--- src/rtl/d_cache_fill_fsm.sv ---
// Miss-handling engine for the 2-way, 16 B-block data cache: fetches one block as eight
// pipelined 16-bit reads, writes each returned word into the data array, then writes the tag.
module d_cache_fill_fsm #(
   parameter int MEM_LATENCY     = 4,
   parameter int WORDS_PER_BLOCK = 8
) (
   input  logic        clk,
   input  logic        rst,
   input  logic        miss_detected,
   input  logic [15:0] miss_address,
   input  logic        memory_data_valid,
   input  logic [15:0] memory_data,
   output logic        fsm_busy,
   output logic        mem_read_en,
   output logic [15:0] memory_address,
   output logic        write_data_array,
   output logic [7:0]  fill_word_en,
   output logic [15:0] fill_data,
   output logic [5:0]  fill_set,
   output logic        write_tag_array,
   output logic [7:0]  fill_tag,
   output logic        fill_done
);

   localparam logic [3:0] NWORDS = 4'(WORDS_PER_BLOCK);
   localparam logic [3:0] LAST   = 4'(WORDS_PER_BLOCK - 1);
   // A genuine return cannot precede the MEM_LATENCY-th request (or the last one).
   localparam logic [3:0] RX_MIN = 4'((MEM_LATENCY < WORDS_PER_BLOCK) ? MEM_LATENCY
                                                                       : WORDS_PER_BLOCK);

   typedef enum logic {
      S_IDLE = 1'b0,
      S_FILL = 1'b1
   } state_e;

   state_e      state_q, state_d;
   logic [11:0] base_q, base_d;     // block address bits [15:4]
   logic [3:0]  issue_q, issue_d;
   logic [3:0]  recv_q, recv_d;
   logic        done_q, done_d;

   logic unused_addr_bits;
   assign unused_addr_bits = ^miss_address[3:0];

   always_ff @(posedge clk) begin
      if (rst) begin
         state_q <= S_IDLE;
         base_q  <= '0;
         issue_q <= '0;
         recv_q  <= '0;
         done_q  <= 1'b0;
      end else begin
         state_q <= state_d;
         base_q  <= base_d;
         issue_q <= issue_d;
         recv_q  <= recv_d;
         done_q  <= done_d;
      end
   end

   always_comb begin
      state_d          = state_q;
      base_d           = base_q;
      issue_d          = issue_q;
      recv_d           = recv_q;
      done_d           = 1'b0;
      mem_read_en      = 1'b0;
      write_data_array = 1'b0;
      fill_word_en     = '0;
      write_tag_array  = 1'b0;
      case (state_q)
         S_IDLE: begin
            if (miss_detected) begin
               base_d  = miss_address[15:4];
               issue_d = '0;
               recv_d  = '0;
               state_d = S_FILL;
            end
         end
         S_FILL: begin
            if (issue_q < NWORDS) begin
               mem_read_en = 1'b1;
               issue_d     = issue_q + 4'd1;
            end
            if (memory_data_valid && (recv_q < NWORDS) && (issue_q >= RX_MIN)) begin
               write_data_array = 1'b1;
               fill_word_en     = 8'b1 << recv_q[2:0];
               recv_d           = recv_q + 4'd1;
               if (recv_q == LAST) begin
                  write_tag_array = 1'b1;
                  done_d          = 1'b1;
                  state_d         = S_IDLE;
               end
            end
         end
         default: state_d = S_IDLE;
      endcase
   end

   // Low address bits come from the word counter, so reads wrap inside the block.
   assign memory_address = {base_q, issue_q[2:0], 1'b0};
   assign fsm_busy       = (state_q == S_FILL);
   assign fill_data      = memory_data;
   assign fill_set       = base_q[5:0];
   assign fill_tag       = {base_q[11:6], 2'b10};
   assign fill_done      = done_q;

endmodule
--- config.mk ---
export PLATFORM = sky130hd
export DESIGN_NAME = d_cache_fill_fsm
export DESIGN_NICKNAME = d
export VERILOG_FILES = /design/src/rtl/d_cache_fill_fsm.sv
export SDC_FILE = /design/constraint.sdc
export NUM_CORES = 1
export LEC_CHECK = 0
export CORE_ASPECT_RATIO = 0.6
export CORE_MARGIN = 1.5
export CORE_UTILIZATION = 36
export DETAILED_ROUTE_END_ITERATION = 12
export PLACE_DENSITY = 0.93
export SYNTH_ARGS = -nofsm -noshare
export SYNTH_HDL_FRONTEND = slang
export SYNTH_SLANG_ARGS = --single-unit
--- constraint.sdc ---
create_clock -name clk -period 3.6 [get_ports clk]
set_clock_uncertainty 0.2 [all_clocks]
set_input_delay 0.36 -clock clk [delete_from_list [all_inputs] [get_ports clk]]
set_output_delay 0.36 -clock clk [all_outputs]
set_load 0.1 [all_outputs]
Fig. 1: run 1, power grid
Pins as bars on the die edge.
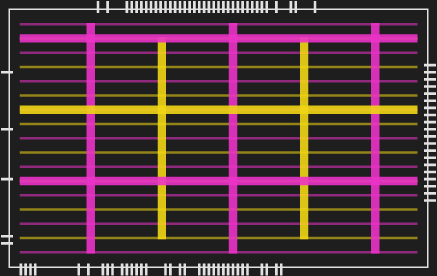
legend:
  yellow:
    net: VDD
  magenta:
    net: VSS
signal pins: 95
met4 straps: 5
met5 straps: 3
met1 rails: 17
core region area: 3300 sq um
die y size: 48.9 um
Peak supply drop: 0.186 mV
Die W: 79.6 um

Fig. 2: run 1, logic cells by family
Scale bar: 20 um.
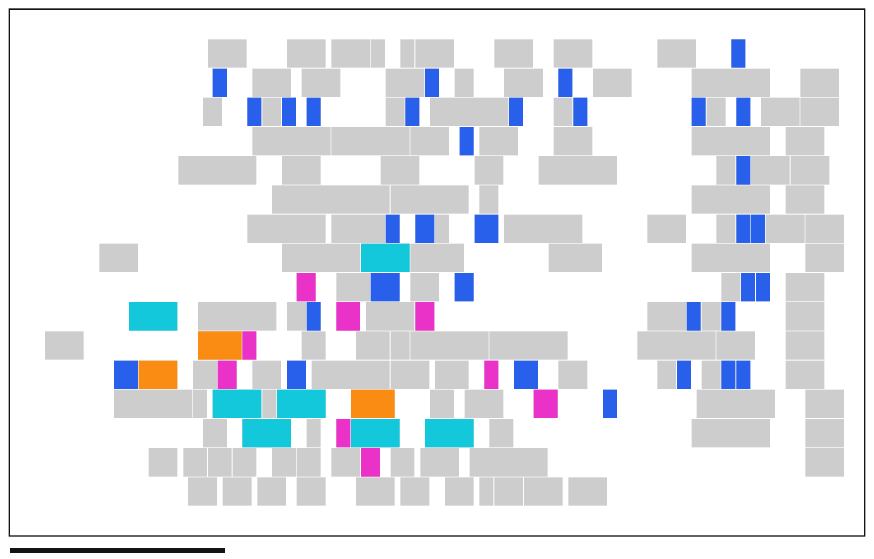
legend:
  magenta:
    family: NOR gates
    cells: 9
  blue:
    family: NAND gates
    cells: 33
  cyan:
    family: adder and majority cells
    cells: 7
  orange:
    family: multiplexers
    cells: 3
highest-count logic cell in the final layout: clkdlybuf4s50_1
fin cells: 218
fraction of area in multi-input gates: 31.6%

Fig. 3: run 1, signal wires on met3
Scale bar: 20 um. Cells faint in the background.
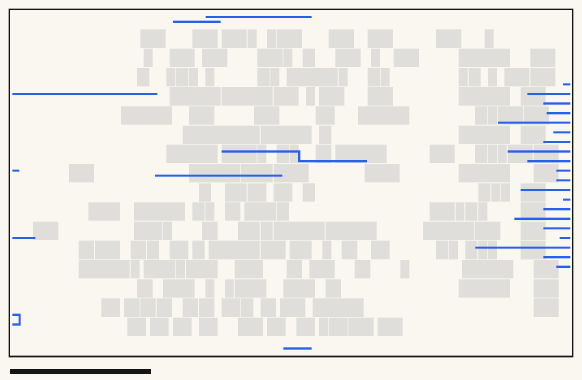
longest straight run: 20.2 um
share of all routed wire: 7.2%
main direction: horizontal
nets with wire on the layer: 28
wire length on this layer: 179 um
vias: 974
final WL: 2490 um
met3 usage: 5.98%

==> impl_metrics.ini, run 1 <==
; physical design summary
[final_timing]
hold_viol = 0
drv_slew = 0
timing.fmax_mhz = 404
worst_slack_ns = 1.12
fin_setup_tns_ns = 0
worstMarginPinSlew_ns = 0.982
slew_headroom_pct = 34.3

[power]
power_uw = 713
powerSeq_uw = 261
p_comb_uw = 223
pwr-share-clk_pct = 32.1
power_density_nw_per_um2 = 438
sequentialPowerShare_pct = 36.6
pg_clk_uw = 229
p_switching_uw = 261

[clock_network]
cts_tree = done
cts_made_buffers = 3
clock_path_buffers = 2
cts-resized-gates = 0
clock.latency.late_pin_ns = 0.26
clock-root-buffer = clkbuf_8
h-tree-depth = 1

[critical_path]
worst-setup-path-type = register to output port
cp.depth = 1
r2r_cells = 4
cp.required_ns = 3.04
reg2reg_slack_ns = 1.77
r2r-end = recv_q[2]$_SDFFE_PP0P_
crit_family = buffers and inverters
crit_path_start_kind = register
startpoint = fsm_busy$_SDFF_PP0_
cpPeakStageDelay_ns = 1.19
end_kind = output port

[cells_and_area]
finalInstanceArea_sq_um = 1630
postLayoutCoreUtil_pct = 49.3
reg_top3 = base_q: 12 flops, issue_q: 4 flops, recv_q: 4 flops
fillers = 332
n_antenna_cell = 0
nNonClkBuffers = 56
inverters_excl_clock = 4
area_share_nonclk_buffers_pct = 32.6
layout.area.comb_sq_um = 514
mostFrequentLayoutCells = clkdlybuf4s50_1 (44), nand2_1 (26), dfxtp_1 (22)
top_register = base_q

[synth]
synth_seq_share_pct = 34.8
ys_area_sq_um = 1270
synth-edff-count = 0
yosys-mux-area-fraction_pct = 2.57
ys_top_cells_by_count = buf_4 (35), nand2_1 (26), dfxtp_1 (22)
yosysMostFrequentCell = buf_4
mappedNetlistArea_sq_um = 1270
logic_family = buffers and inverters
synthAdderAreaFrac_pct = 6.92
ys.flops = 22
yosysWarningCount = 0
top_area_share_pct = 34.8
ys.flop_type = dfxtp_1

[hold_path]
hold_path_end = base_q[6]$_SDFFE_PP0P_
min_path_cells = 2
hold_start = base_q[6]$_SDFFE_PP0P_

[routing]
dr.pass1.iters = 4
top_layer = met4
drt-initial-drc-count = 40
wl_per_cell_um = 11.4
antenna_left = 0
viasPerCell = 4.47

[placed_design]
io_buffers = 55
hpwl_um = 1820

[die]
initCoreUtil_pct = 38.3
tap_cells = 45
chipArea_sq_um = 3890
num_rows = 16

[run]
maxCapViolations = 0

[outcome]
status = complete, no violations

[grt]
busiest_layer = met2
grtUsageTotal_pct = 13.1
antenna_found_initial = 0
grt.overflow.total = 0
==> run 1 -> run 2 <==
--- a/config.mk
+++ b/config.mk
@@ -7,9 +7,9 @@
 export LEC_CHECK = 0
 export CORE_ASPECT_RATIO = 0.6
 export CORE_MARGIN = 1.5
-export CORE_UTILIZATION = 36
+export CORE_UTILIZATION = 30
 export DETAILED_ROUTE_END_ITERATION = 12
-export PLACE_DENSITY = 0.93
+export PLACE_DENSITY = 0.83
 export SYNTH_ARGS = -nofsm -noshare
 export SYNTH_HDL_FRONTEND = slang
 export SYNTH_SLANG_ARGS = --single-unit
==> constraint.sdc (replaced) <==
create_clock -name clk -period 2.2 [get_ports clk]
set_clock_uncertainty 0.2 [all_clocks]
set_input_delay 0.22 -clock clk [delete_from_list [all_inputs] [get_ports clk]]
set_output_delay 0.22 -clock clk [all_outputs]
set_load 0.1 [all_outputs]
Fig. 4: run 2, logic cells by family
Scale bar: 20 um.
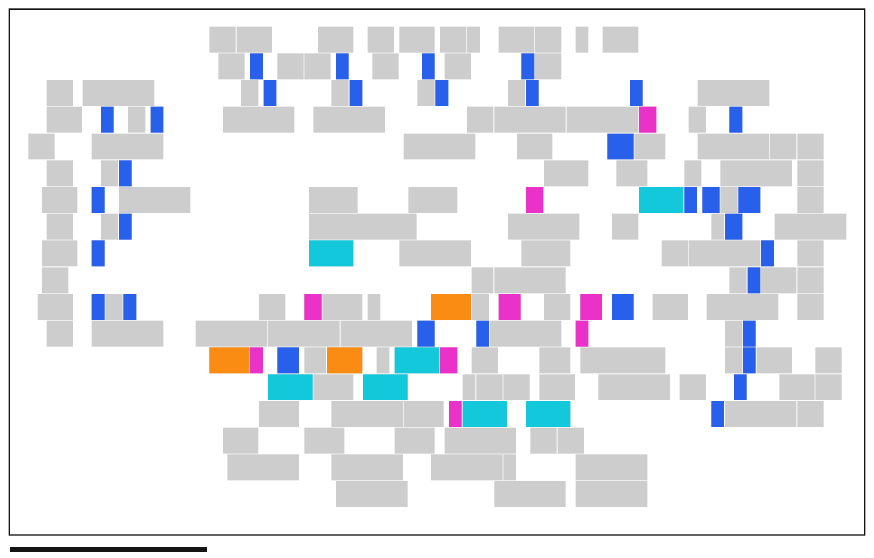
legend:
  orange:
    family: multiplexers
    cells: 3
  cyan:
    family: adder and majority cells
    cells: 7
  magenta:
    family: NOR gates
    cells: 9
  blue:
    family: NAND gates
    cells: 33
fin cells: 237
highest-count logic cell in the final layout: buf_4

Fig. 5: run 2, congestion heat map
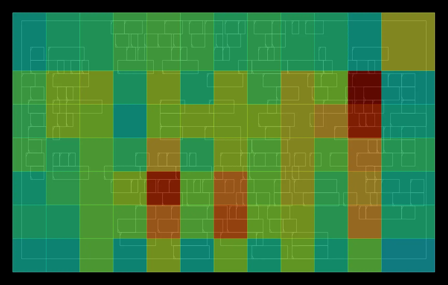
met1 Use GR: 14.9%
Tot GR Track Use: 12.2%
Avg WL per Cell: 11.5 um

==> impl_metrics.ini, run 2 <==
; physical design summary
[outcome]
status = complete, no violations

[clock_network]
post_cts.repair.setup_buffers = 0
cts-resized-gates = 0
cts_tree = done
h-tree-depth = 1
clock-root-buffer = clkbuf_8
clock.latency.late_pin_ns = 0.26
cts_made_buffers = 3
clock_path_buffers = 2

[final_timing]
drv_slew = 0
hold_viol = 0
timing.fmax_mhz = 522
fin_setup_tns_ns = 0
worstMarginPinSlew_ns = 0.599
slew_headroom_pct = 60.0

[die]
initCoreUtil_pct = 31.1
tap_cells = 60
num_rows = 18
chipArea_sq_um = 4630

[placed_design]
hpwl_um = 2070

[power]
power_density_nw_per_um2 = 652
pwr-share-clk_pct = 32.4
sequentialPowerShare_pct = 36.6
p_switching_uw = 432
powerSeq_uw = 428

[synth]
synthAdderAreaFrac_pct = 6.92
top_area_share_pct = 34.8
ys_top_cells_by_count = buf_4 (35), nand2_1 (26), dfxtp_1 (22)
synth.avg_cell_area_sq_um = 8.33
ys_area_sq_um = 1270
mappedNetlistArea_sq_um = 1270
yosys-mux-area-fraction_pct = 2.57
synth-edff-count = 0
logic_family = buffers and inverters
yosysMostFrequentCell = buf_4
yosysWarningCount = 0
synth_seq_share_pct = 34.8

[cells_and_area]
mostFrequentLayoutCells = buf_4 (33), nand2_1 (26), dfxtp_1 (21)
postLayoutCoreUtil_pct = 44.0
n_antenna_cell = 0
reg_top3 = base_q: 12 flops, issue_q: 4 flops, recv_q: 4 flops
layout.area.comb_sq_um = 548
finalInstanceArea_sq_um = 1790
nNonClkBuffers = 60
inverters_excl_clock = 4
area_share_nonclk_buffers_pct = 35.6
sh_comb_area_pct = 30.6

[critical_path]
r2r_cells = 4
worst-setup-path-type = register to output port
cp.depth = 5
cpPeakStageDelay_ns = 0.43
reg2reg_slack_ns = 0.66
crit_path_start_kind = register
r2r-end = recv_q[2]$_SDFFE_PP0P_
crit_family = flip-flops
end_kind = output port

[grt]
grt_pass1_vias = 917
busiest_layer = met2
antenna_found_initial = 0
grt_use_met3_pct = 4.37
grt.overflow.total = 0

[hold_path]
hold_start = memory_data[0]
hold_path_end = fill_data[0]
min_path_cells = 0

[run]
maxCapViolations = 0

[routing]
viasPerCell = 4.23
dr.pass1.iters = 4
wirelength_um = 2720
drt-initial-drc-count = 18
top_layer = met4
antenna_left = 0
vias = 1002
Fig. 6: run 2, power grid
Pins as bars on the die edge.
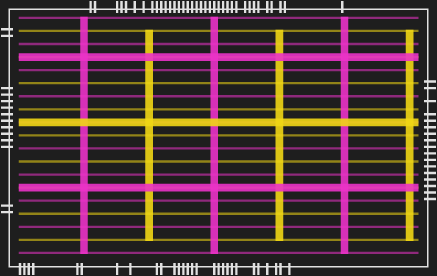
legend:
  magenta:
    net: VSS
  yellow:
    net: VDD
met4 straps: 6
met5 straps: 3
signal pins: 95
Peak supply drop: 0.392 mV
core region area: 4080 sq um
die y size: 53.3 um
Die W: 86.9 um

==> run 2 -> run 3 <==
==> constraint.sdc (replaced) <==
create_clock -name clk -period 1.7 [get_ports clk]
set_clock_uncertainty 0.2 [all_clocks]
set_input_delay 0.17 -clock clk [delete_from_list [all_inputs] [get_ports clk]]
set_output_delay 0.17 -clock clk [all_outputs]
set_load 0.1 [all_outputs]
Fig. 7: run 3, power grid
Pins as bars on the die edge.
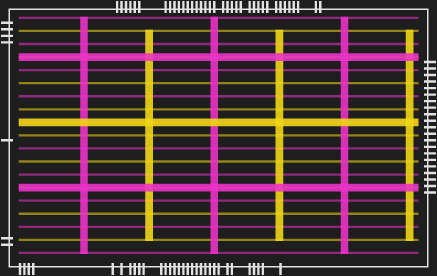
Peak supply drop: 0.313 mV

Fig. 8: run 3, M1 wires
Scale bar: 20 um. Supply wires on this layer in grey.
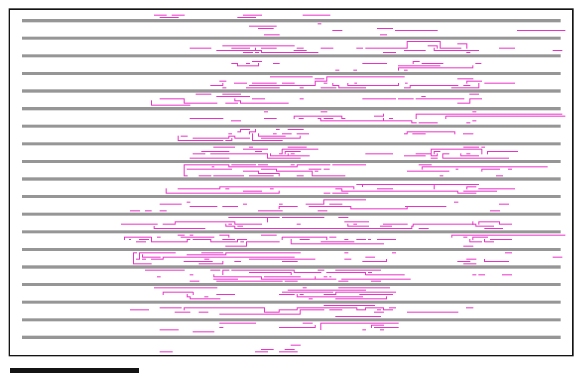
longest straight run: 27.4 um
nets with wire on the layer: 184
share of all routed wire: 43%
wire length on this layer: 1500 um
met1 Use GR: 18.8%
vias: 1133
final WL: 3490 um

==> impl_metrics.ini, run 3 <==
; physical design summary
[synth]
logic_family = buffers and inverters
ys.flop_type = dfxtp_1
ys_area_sq_um = 1270
mappedNetlistArea_sq_um = 1270
top_area_share_pct = 34.8
ys.flops = 22
synthAdderAreaFrac_pct = 6.92
ys_top_cells_by_count = buf_4 (35), nand2_1 (26), dfxtp_1 (22)
yosysWarningCount = 0
synth-edff-count = 0
yosysMostFrequentCell = buf_4

[grt]
grt_use_met3_pct = 3.90
grt_pass1_vias = 1057
busiest_layer = met2
antenna_found_initial = 0

[critical_path]
crit_family = simple AND/OR/NAND/NOR gates
r2r_cells = 6
cp.depth = 4
startpoint = issue_q[3]$_SDFFE_PP0P_
worst-setup-path-type = register to output port
reg2reg_slack_ns = 0.03
cpPeakStageDelay_ns = 0.37

[die]
chipWidth_um = 86.9
dieHeight_um = 53.3
tap_cells = 60
chipArea_sq_um = 4630
core_sq_um = 4080
num_rows = 18
initCoreUtil_pct = 31.1

[cells_and_area]
layout.area.comb_sq_um = 604
inverters_excl_clock = 4
reg_top3 = base_q: 12 flops, issue_q: 4 flops, recv_q: 4 flops
n_antenna_cell = 0
area_share_nonclk_buffers_pct = 47.1
postLayoutCoreUtil_pct = 57.0
top_register = base_q
nNonClkBuffers = 72

[final_timing]
timing.fmax_mhz = 590
worst_slack_ns = 0.00413

[routing]
top_layer = met4
antenna_left = 0
wl_per_cell_um = 14.0
drt-initial-drc-count = 35
viasPerCell = 4.53

[hold_path]
hold_path_end = fill_data[0]
min_path_cells = 0
hold_start = memory_data[0]

[power]
p_comb_uw = 591
power_density_nw_per_um2 = 662
pg_clk_uw = 378
p_switching_uw = 587
sequentialPowerShare_pct = 36.9
pwr-share-clk_pct = 24.6

[placed_design]
io_buffers = 55
hpwl_um = 2490

[clock_network]
post_cts.repair.setup_buffers = 4
clock.latency.late_pin_ns = 0.26
cts-resized-gates = 14
clock_path_buffers = 2

[outcome]
status = complete, no violations
Fig. 9: run 3, logic cells by family
Scale bar: 20 um.
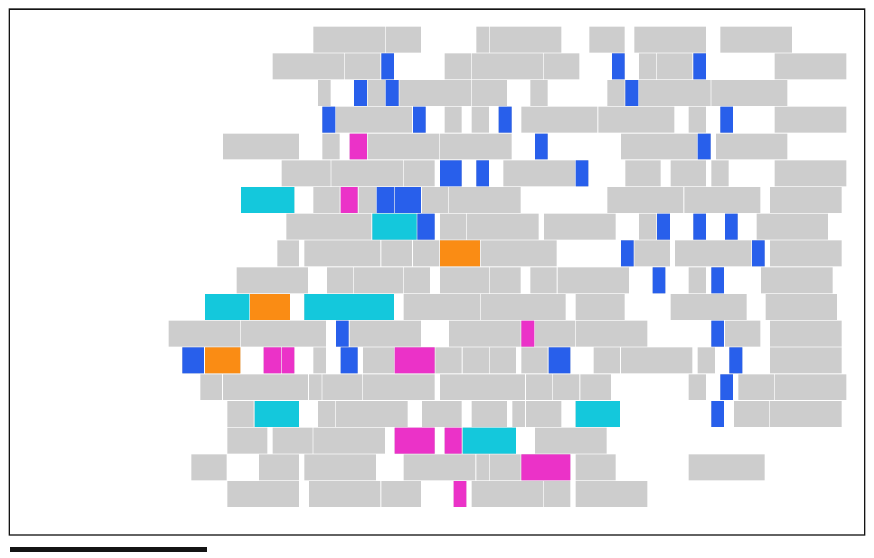
legend:
  cyan:
    family: adder and majority cells
    cells: 7
  blue:
    family: NAND gates
    cells: 33
  magenta:
    family: NOR gates
    cells: 10
  orange:
    family: multiplexers
    cells: 3
fin cells: 250
highest-count logic cell in the final layout: buf_12
fraction of area in multi-input gates: 26.0%

Power and IR drop assume default switching activity.
